Figure 1. Floorplan with the power grid (run 1).
Bar = 20 µm. Pins as bars on the die edge. Tap cells in grey.
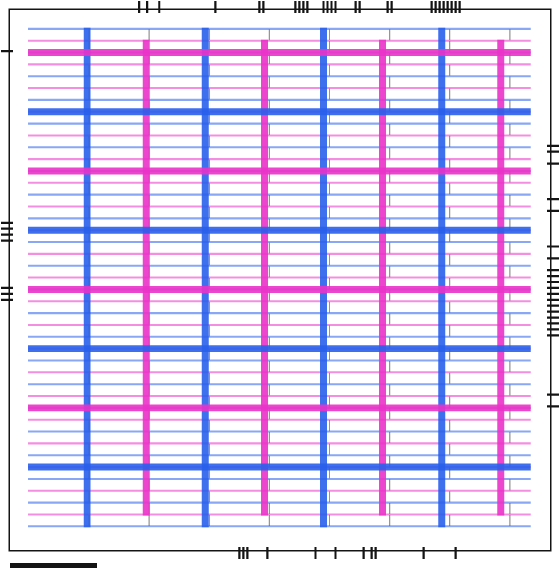
Figure 2. Routed metal per tile (run 1).
The die is cut into 25 by 25 equal tiles; dark blue is low, red is high, scaled to the fullest tile. Values are wire area over tile area, all layers added.
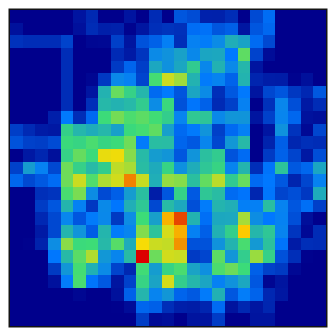
Figure 3. Port wiring (run 1).
Bar = 20 µm.
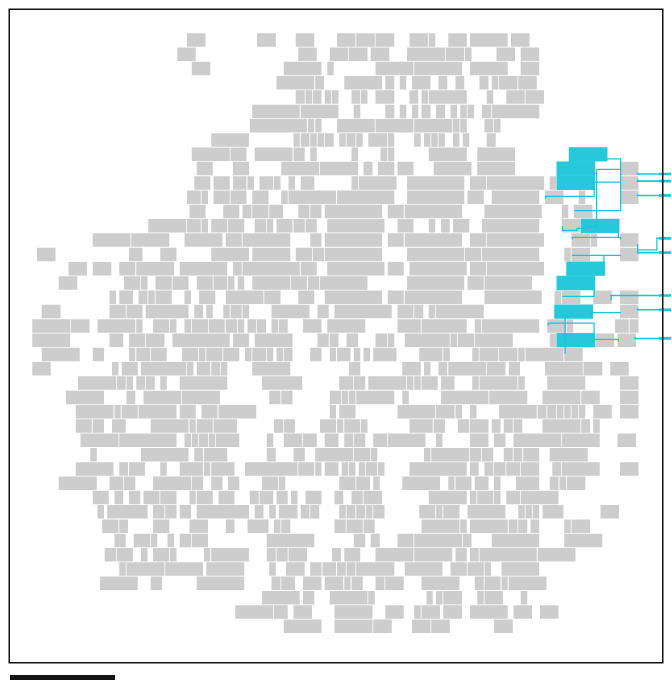
==> config.mk <==
export PLATFORM = sky130hd
export DESIGN_NAME = usb_rx_fsm
export DESIGN_NICKNAME = d
export VERILOG_FILES = /design/src/rtl/usb_rx_fsm.sv
export SDC_FILE = /design/constraint.sdc
export NUM_CORES = 1
export LEC_CHECK = 0
export CORE_MARGIN = 4
export CORE_UTILIZATION = 45
export DETAILED_ROUTE_END_ITERATION = 6
export PLACE_DENSITY = 0.75
export SLEW_MARGIN = 10
export SYNTH_ARGS = -nofsm -noshare
export SYNTH_HDL_FRONTEND = slang
export SYNTH_SLANG_ARGS = --single-unit
==> constraint.sdc <==
create_clock -name clk -period 6.47 [get_ports clk]
set_input_delay 1.6175 -clock clk [delete_from_list [all_inputs] [get_ports clk]]
set_output_delay 1.6175 -clock clk [all_outputs]
set_load 0.02 [all_outputs]
==> notes.md, run 1 <==
Purpose: to document the outcome of synthesis and place and route.

Timing
Summed over all failing endpoints, the final setup total negative slack is 0 ns. Checking max transition, the worst relative margin is 0.312. Setup repair after global routing left no endpoint under its margin. Between clock sinks in the finished design, the worst skew comes to 0.00778 ns. The worst-margin pin slew is 1.02 ns. The final max-slew violation count recorded for this run is 0. The portion of the clock cycle consumed by the worst path in the final layout is 0.647. Setup slack closes at 2.29 ns.

Clocking
The number of resized instances in the post-cts repair step is 0. The clock insertion delay at the later pin of the skew report is 0.42 ns. The total CTS buffers is 17. The cell chosen for the clock root is sky130_fd_sc_hd__clkbuf_16.

The number of buffers on the longest clock path is 2.

Logic synthesis
The synthesized design spends more area on one cell type than any other, namely sky130_fd_sc_hd__dfxtp_1. After synthesis, the most frequently instantiated cells are sky130_fd_sc_hd__dfxtp_1, sky130_fd_sc_hd__nand2_1, sky130_fd_sc_hd__nor2_1. The proportion of netlist area held by the largest area contributor is 0.347. The yosys stat chip area is 6060 µm². Per the post-synthesis report, the nets total 660. Per Yosys stat, the portion of area used by sequential elements is 0.466. During synthesis, Yosys emitted a total of 0 warnings. The area of the mapped netlist is 6060 µm².

Worst setup path
The number of buffers and inverters on the critical path is 1. Of all nets on the critical path, the largest fanout is 11. The kind of cell with the highest combined delay along the critical path is simple AND/OR/NAND/NOR gates. The worst register-to-register path depth is 4.

The timing report gives the biggest stage delay along the critical path as 0.88 ns. The critical path endpoint has a required time of 6.51 ns. The worst-case reg-to-reg setup slack stands at 3.37 ns.

The kind of critical path is in2reg. The type of origin of the critical path is an input pin.

Detailed routing
The detailed-router iteration count before antenna repair is 5. The detailed router put a total of 5790 µm of wire on met1. For this block, the initial DRC count from the detailed router was 323. The top routing layer in use is met4.

The script parses the final routing iteration and logs DRC violations as 0. The routed length on met3 is 797 µm. After detailed routing, the met2 layer carries 6540 µm of wire.

The tally of nets with antenna violations remaining after routing is 0.

Final layout
Per the layout area report, the sequential fraction of cell area is 0.384. The fraction of layout cells with a size suffix above 1 is 0.0830. The total area of multi-input combinational cells is 2920 µm².

The top cell class by occupied area is combinational gates. The number of flip-flops in the largest register is 24. According to the finish report, the design has a final net count of 696. The proportion of cell area spent on the clock network is 0.0931. The register area is 2820 µm². The layout buffer count excluding clock buffers is 67.

By instance count after routing, the leading logic cell types are sky130_fd_sc_hd__dfxtp_1, sky130_fd_sc_hd__nand2_1, sky130_fd_sc_hd__clkdlybuf4s50_1. The multi-input gate share of the layout cell area is 0.397. The final antenna diode tally reported by the flow is 0.

The clock buffers instantiated in the layout total 19. For this run, the share of the core covered by cells in the final layout is 0.557. The final design was reported to hold multi-input combinational gates totalling 446.

Between the synthesized netlist and the finished layout, the area growth was recorded as 21.4%.

Power and ir drop
The flow reported a cell area power density of 279 nW/µm². The completed layout was analyzed and its total power is 0.00205 W.

Worst hold path
The number of cells on the worst hold path is listed as 2.

Global route
The remaining global-route overflow is 0. Entering global routing, the biggest net connects 54 pins. The number of antenna violations at the first check in global routing was 0.

Job
The total of max-cap violations is 0.

Status
The flow ran to the end, and the final reports show no timing, DRC or antenna violations.

Placed design
For this run the detailed placement stage logged an HPWL of 9300 µm. After detailed placement, the total cell area comes to 6670 µm². Per the post-place timing report, worst setup slack is 1.91 ns. The number of placed instances, taps included is 831.

Floorplanning
According to the floorplan log, the row count is 42. The tapcell count is 176.
## Picture notes: Figure 1
Blue stands for VSS. Magenta stands for VDD.
8 straps on met5. 8 straps on met4. 66 signal pins sit on the boundary.
Core Region: 13200 µm²
maximum resistive drop on vdd: 0.210 mV
Die H: 124 µm
horizontal die size: 124 µm

## Picture notes: Figure 2
The mean over all tiles is 0.14. The densest ninth of the die: centre. The emptiest ninth of the die: north-west. 10% of the tiles are over half the peak. The fullest tile reaches 0.64.
Via Count: 4674
wire per inst: 15.5 µm
total track usage: 0.183
Routed Wire Length: 13400 µm

## Picture notes: Figure 3
Cyan stands for rx_packet_data, bits 8, direction output, end cells 8, buffers 8, wire 174 µm.
number of ports placed on the die boundary: 66
number of port buffers: 65

[run 1: worst min-delay path: stages (launching register included)]
cell	delay, ns
sky130_fd_sc_hd__dfxtp_1	0.31
sky130_fd_sc_hd__nand2_1	0.05
sky130_fd_sc_hd__a21oi_1	0.05
[run 1: cells by family (layout without fill, tap and decap cells)]
group / after synthesis / count (layout) / synth area share
simple gates: 248 / 248 / 0.208
fa+ha+maj: 9 / 9 / 0.0186
mux: 21 / 21 / 0.0347
compound gates: 108 / 108 / 0.129
buf+inv: 63 / 112 / 0.0523
xor+xnor: 60 / 60 / 0.0915
flops: 129 / 129 / 0.466
[run 1: power breakdown]
part	switching [W]	leakage [nW]	internal, W
clock network	0.000346	0.326	0.000745
registers	0.0000123	1.09	0.000829
logic	0.0000707	1.28	0.0000468
## Run 2: what changed since run 1
==> constraint.sdc (replaced) <==
create_clock -name clk -period 4.3 [get_ports clk]
set_input_delay 1.075 -clock clk [delete_from_list [all_inputs] [get_ports clk]]
set_output_delay 1.075 -clock clk [all_outputs]
set_load 0.02 [all_outputs]
==> notes.md, run 2 <==
Purpose: to document the outcome of synthesis and place and route.

Timing
For the final routed database, the setup TNS stands at 0 ns. Headroom to the max-slew limit came out at 0.518. After layout, the setup clock skew is reported as 0.00815 ns. The worst-margin pin slew is 0.718 ns. The final-report max-slew violation count is 0. Setup repair after global routing left no endpoint under its margin. The portion of the clock cycle consumed by the worst path in the final layout is 0.761. In the post-route analysis, the smallest setup slack over all paths is 1.03 ns.

Power and ir drop
The power of the combinational group is 0.000179 W. The power report puts the net switching power at 0.000645 W. The clock network consumes a total of 0.00132 W.

Per the summary, power density relative to cell area is 382 nW/µm². The total power is 0.00277 W. The power report attributes to the clock group a share of 0.478.

Of the total power, combinational logic draws 0.065. The heaviest power group is clock. For the sequential group, total power comes out at 0.00126 W. Of the total power, the share spent switching nets is 0.233.

Logic synthesis
Of all cell types, the one taking the most synthesized area is sky130_fd_sc_hd__dfxtp_1. Post-synthesis, Yosys gives the total cell area as 6060 µm². At floorplan, the net count of the design was reported as 660. Before any placement, the netlist area is recorded as 6060 µm².

The number of standard cells reported by yosys is 638. The proportion of netlist area held by the largest area contributor is 0.347.

Final layout
The number of nets in the layout is 700. The fraction of final cell area spent on clock buffers and inverters in this run is 0.0764. The layout buffer count excluding clock buffers is 71.

The number of antenna diodes in the final layout is 0. The layout has 18 clock buffers. Per the cell usage report, the commonest logic cells after layout are sky130_fd_sc_hd__dfxtp_1, sky130_fd_sc_hd__nand2_1, sky130_fd_sc_hd__clkdlybuf4s50_1. The share of the core filled with cells is 0.550. The number of flip-flops in the largest register is 24. In the final design, more cell area goes to combinational gates than to any other class. Per the final layout report, the fraction of cells sized above drive strength 1 comes to 0.0897.

Of the total standard cell area in the layout, the multi-input combinational portion is 0.402. The register area is 2820 µm².

Detailed routing
The violation tally recorded at the end of detailed-routing iteration 0 is 267. The pre-antenna-repair detailed-routing pass consisted of 5 iterations. The routed metal-1 wirelength is 5730 µm. The highest layer touched by signal routing is met4. The tally of nets with antenna violations remaining after routing is 0. Wire segments on met3 add up to 592 µm in the final route.

Floorplanning
The core region area is 13200 µm². The count of pins on the block boundary is 66. The overall die width is 124 µm. The tapcell count is 176.

Worst setup path
The required time at the worst-slack endpoint is 4.58 ns. In this run the worst path has a maximum fanout of 16. The critical path in this run is classified as in2reg. Logic depth along the worst register-to-register path is recorded as 5.

Clocking
Counting the buffers created by CTS gives 17. The TritonCTS clock tree is yes. In this run the clock root is driven by a sky130_fd_sc_hd__clkbuf_16.

The number of buffers on the longest clock path is 2.

Global route
The pin count of the biggest net entering global routing is 53. The number of antenna violations at the first check in global routing came to 0.

Placed design
OpenSTA, run right after detailed placement, puts the worst setup slack at 0.663 ns. After detailed placement, the total cell area comes to 6700 µm². The placed wire-length estimate is 9070 µm.

Status
The run finished with clean final reports.

Worst hold path
The worst hold path was traced through 2 stages.
[run 2: logic make-up (layout without fill, tap and decap cells)]
family	count (synthesis)	count (layout)	synth area share
muxes	21	21	0.0347
AOI/OAI and AO/OA	108	108	0.129
DFF	129	129	0.466
xor gates and xnor gates	60	60	0.0915
adders and majority gates	9	9	0.0186
and+or+nand+nor	248	248	0.208
buffers and inverters	63	116	0.0523
[run 2: critical path: stages]
cell and delay [ns]:
sky130_fd_sc_hd__clkdlybuf4s50_1 0.70, sky130_fd_sc_hd__nand3b_1 0.22, sky130_fd_sc_hd__nor2_2 0.43, sky130_fd_sc_hd__nand4_4 0.30, sky130_fd_sc_hd__nor2_2 0.57, sky130_fd_sc_hd__a22o_1 0.25
Figure 4. Floorplan with the power grid (run 2).
Bar = 20 µm. Pins as bars on the die edge. Tap cells in grey.
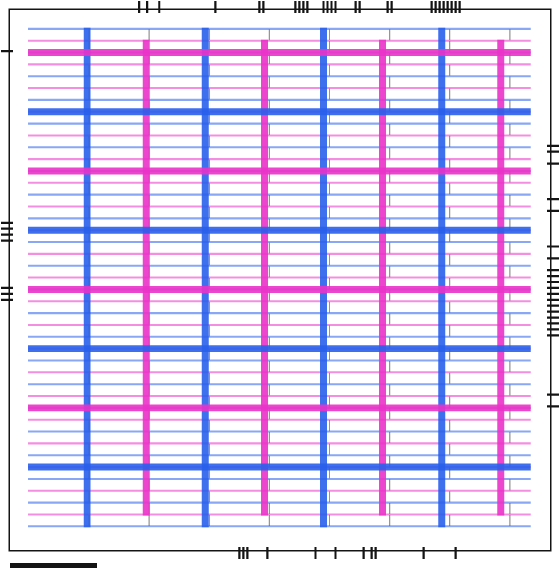
maximum resistive drop on vdd: 0.274 mV

Figure 5. Routed metal per tile (run 2).
The die is cut into 25 by 25 equal tiles; dark blue is low, red is high, scaled to the fullest tile. Values are wire area over tile area, all layers added.
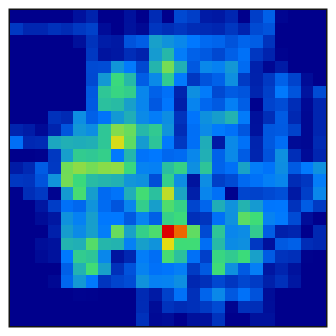
The densest ninth of the die: centre. 25% of the tiles are nearly empty. 4.6% of the tiles are over half the peak. The fullest tile reaches 0.76. The emptiest ninth of the die: north-west.
Routed Wire Length: 13000 µm
wire per inst: 15.0 µm
total track usage: 0.183
Via Count: 4584

Figure 6. Placement by cell class (run 2).
Fill, decap, tap and diode cells in grey.
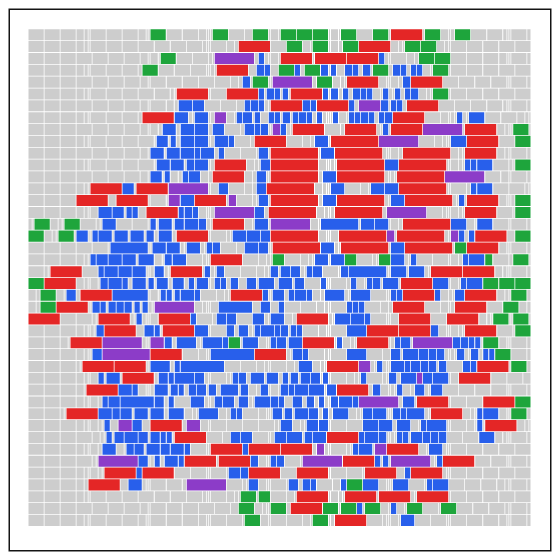
Purple stands for clock drivers and dummy loads, cells 32. Red stands for flip-flops, cells 129. Green stands for other buffers and delay cells, cells 71. Blue stands for all other logic, cells 459.
row count: 42
final non-filler cell area: 7250 µm²

Power and IR drop assume default switching activity.
